$ cat src/rtl/fifo_memory_sync_pipelined.sv
// fifo_memory_sync_pipelined: lane-masked dual-port FIFO storage with a 1- or 2-stage registered read port
// and a written-since-reset bitmap that flags reads of uninitialised or out-of-range entries.
module fifo_memory_sync_pipelined #(
  parameter int MEMORY_WIDTH = 32,
  parameter int MEMORY_DEPTH = 16,
  parameter int LANE_WIDTH = 8,
  parameter int READ_LATENCY = 1,
  parameter int RDW_MODE = 0,
  localparam int LANES = MEMORY_WIDTH / LANE_WIDTH,
  localparam int AW = MEMORY_DEPTH > 1 ? $clog2(MEMORY_DEPTH) : 1
) (
  input  logic                    clk,
  input  logic                    rst,
  input  logic                    write_en,
  input  logic [LANES-1:0]        write_lane_en,
  input  logic [AW-1:0]           write_addr,
  input  logic [MEMORY_WIDTH-1:0] write_data,
  input  logic                    read_en,
  input  logic [AW-1:0]           read_addr,
  output logic [MEMORY_WIDTH-1:0] read_data,
  output logic                    read_valid,
  output logic                    read_uninit
);
  localparam logic [AW:0] DEPTH = (AW+1)'(MEMORY_DEPTH);
  if (MEMORY_WIDTH % LANE_WIDTH != 0) begin : g_bad_lanes
    $error("MEMORY_WIDTH must be a multiple of LANE_WIDTH");
  end
  if (READ_LATENCY != 1 && READ_LATENCY != 2) begin : g_bad_latency
    $error("READ_LATENCY must be 1 or 2");
  end
  logic [MEMORY_WIDTH-1:0] mem [MEMORY_DEPTH];
  logic [MEMORY_DEPTH-1:0] written;
  logic                    wr_ok, rd_in, hit, a_uninit, p_valid, p_uninit;
  logic [MEMORY_WIDTH-1:0] a_data, p_data;
  assign wr_ok = write_en && |write_lane_en && ({1'b0, write_addr} < DEPTH);
  assign rd_in = {1'b0, read_addr} < DEPTH;
  assign hit   = RDW_MODE != 0 && wr_ok && write_addr == read_addr;
  always_ff @(posedge clk)
    if (!rst && wr_ok)
      for (int i = 0; i < LANES; i++)
        if (write_lane_en[i]) mem[write_addr][i*LANE_WIDTH +: LANE_WIDTH] <= write_data[i*LANE_WIDTH +: LANE_WIDTH];
  always_ff @(posedge clk)
    if (rst) written <= '0;
    else if (wr_ok) written[write_addr] <= 1'b1;
  // write-through merges only the lanes being written this edge; others keep the stored bytes
  always_comb begin
    a_data = rd_in ? mem[read_addr] : '0;
    for (int i = 0; i < LANES; i++)
      if (hit && write_lane_en[i]) a_data[i*LANE_WIDTH +: LANE_WIDTH] = write_data[i*LANE_WIDTH +: LANE_WIDTH];
    a_uninit = !rd_in || !(written[read_addr] || hit);
  end
  if (READ_LATENCY == 2) begin : g_stage
    logic                    s_valid, s_uninit;
    logic [MEMORY_WIDTH-1:0] s_data;
    always_ff @(posedge clk)
      if (rst) begin
        s_valid  <= 1'b0;
        s_uninit <= 1'b0;
        s_data   <= '0;
      end else begin
        s_valid <= read_en;
        if (read_en) begin
          s_uninit <= a_uninit;
          s_data   <= a_data;
        end
      end
    assign p_valid  = s_valid;
    assign p_uninit = s_uninit;
    assign p_data   = s_data;
  end else begin : g_direct
    assign p_valid  = read_en;
    assign p_uninit = a_uninit;
    assign p_data   = a_data;
  end
  always_ff @(posedge clk)
    if (rst) begin
      read_valid  <= 1'b0;
      read_uninit <= 1'b0;
      read_data   <= '0;
    end else begin
      read_valid <= p_valid;
      if (p_valid) begin
        read_uninit <= p_uninit;
        read_data   <= p_data;
      end
    end
endmodule
$ cat config.mk
export PLATFORM = sky130hd
export DESIGN_NAME = fifo_memory_sync_pipelined
export DESIGN_NICKNAME = d
export VERILOG_FILES = /design/src/rtl/fifo_memory_sync_pipelined.sv
export SDC_FILE = /design/constraint.sdc
export NUM_CORES = 1
export LEC_CHECK = 0
export ABC_AREA = 0
export CORE_MARGIN = 1.5
export CORE_UTILIZATION = 50
export DETAILED_ROUTE_END_ITERATION = 10
export HOLD_SLACK_MARGIN = 0.03
export PLACE_DENSITY = 0.67
export SYNTH_ARGS = -nofsm -noshare
export SYNTH_HDL_FRONTEND = slang
export SYNTH_SLANG_ARGS = --single-unit
$ cat constraint.sdc
create_clock -name clk -period 1.78 [get_ports clk]
set_input_delay 0.178 -clock clk [delete_from_list [all_inputs] [get_ports clk]]
set_output_delay 0.178 -clock clk [all_outputs]
set_load 0.005 [all_outputs]
**Cell classes on the final placement**

(1 px per um)
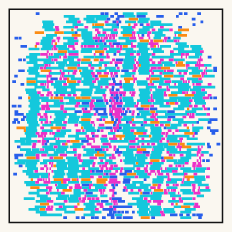
class	colour	cells
remaining buffers and delay cells	blue	211
remaining logic cells	magenta	707
clock drivers and dummy loads	orange	102
registers	cyan	562

**Routed metal, one colour a layer**

(1 px per um)
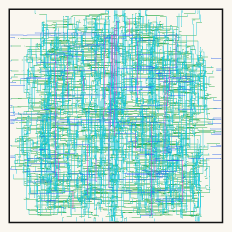
layer	colour	wire length
M4	magenta	1170 um
M1	green	20.5 mm
M2	cyan	24.2 mm
M3	blue	2640 um

==> cell usage after synthesis, drive strengths merged, types with 7 or more instances <==
master / number / area (um^2)
a21o: 17 / 127.6
a21oi: 65 / 325.3
a22oi: 64 / 480.5
and2: 65 / 406.6
buf: 39 / 196.4
clkbuf: 35 / 131.4
dfxtp: 50 / 1001
edfxtp: 512 / 15370
mux2i: 258 / 2582
nand2: 99 / 371.6
nand3: 97 / 490.5
nor3: 9 / 45.04
nor4: 7 / 50.05
==> sequential cells by signal, indices dropped and copies added (netlist names) <==
name,cells
mem,512
read_data,32
read_uninit,1
read_valid,1
written,16
==> worst reg2reg max path, stage by stage, from the launching register on <==
cell and delay, ns:
dfxtp_1 0.31, mux2_2 0.25, o311ai_0 0.31, a21oi_1 0.09, nor4_1 0.25
==> flow_summary_export.csv <==
group,metric,value,unit
min_path,hold_depth,3,
sta,tns,-1.910,ns
worst_setup_path,reg2reg_depth,4,
cells_and_area,final_nets,1584,
power_and_ir_drop,pg_seq,0.0146,W
clock_network,hold_buffers,0,
sta,skew,0.009377,ns
power_and_ir_drop,sw_frac_of_total,0.2040,
cells_and_area,clockBufferCount,88,
sta,slew_headroom,0.5736,
drt,routedLengthMet1,20530,um
worst_setup_path,end_kind,"register",
logic_synthesis,yosysCellCount,1343,
worst_setup_path,critPathMaxFanout,8,
cells_and_area,fin_cells,2167,
drt,wl_per_cell,22.41,um
run_status,status,"finished with violations",
worst_setup_path,cpMostUsedCell,"buf_4",
cells_and_area,nMultiInputCombCells,704,
sta,setup-violations-final,32,
sta,hold_ws,0.2976,ns
sta,worst_slack,-0.1049,ns
worst_setup_path,critPathMaxStageDelay,0.55,ns
logic_synthesis,yosysWarnings,0,
cells_and_area,area_growth,21.10,%
min_path,hp-class,"primary input to register",
drt,vias_per_cell,5.543,
clock_network,cts_setup_buffers,0,
logic_synthesis,ys_sh_simple,0.06697,
global_routing,grt_max_degree,49,
worst_setup_path,path_cells,"clkdlybuf4s50_1, buf_4, nor2_1, nor4b_1, buf_4, and2_2",
logic_synthesis,netlist_area,21780,um^2
placed_design,dpl_cell_area,24440,um^2
drt,drt.antenna.violating_nets,0,
logic_synthesis,seq_area_frac_synth,0.7518,
drt,highest_layer,"met4",
run_status,violations,"negative setup slack",
logic_synthesis,ys_sh_adder,0,
global_routing,grt_pass1_vias,12250,
global_routing,use_met3,0.03041,
worst_setup_path,r2r_start,"written[0]",
drt,firstDrtPassIters,5,
worst_setup_path,crit_cells,6,
placed_design,dp.cells,2065,
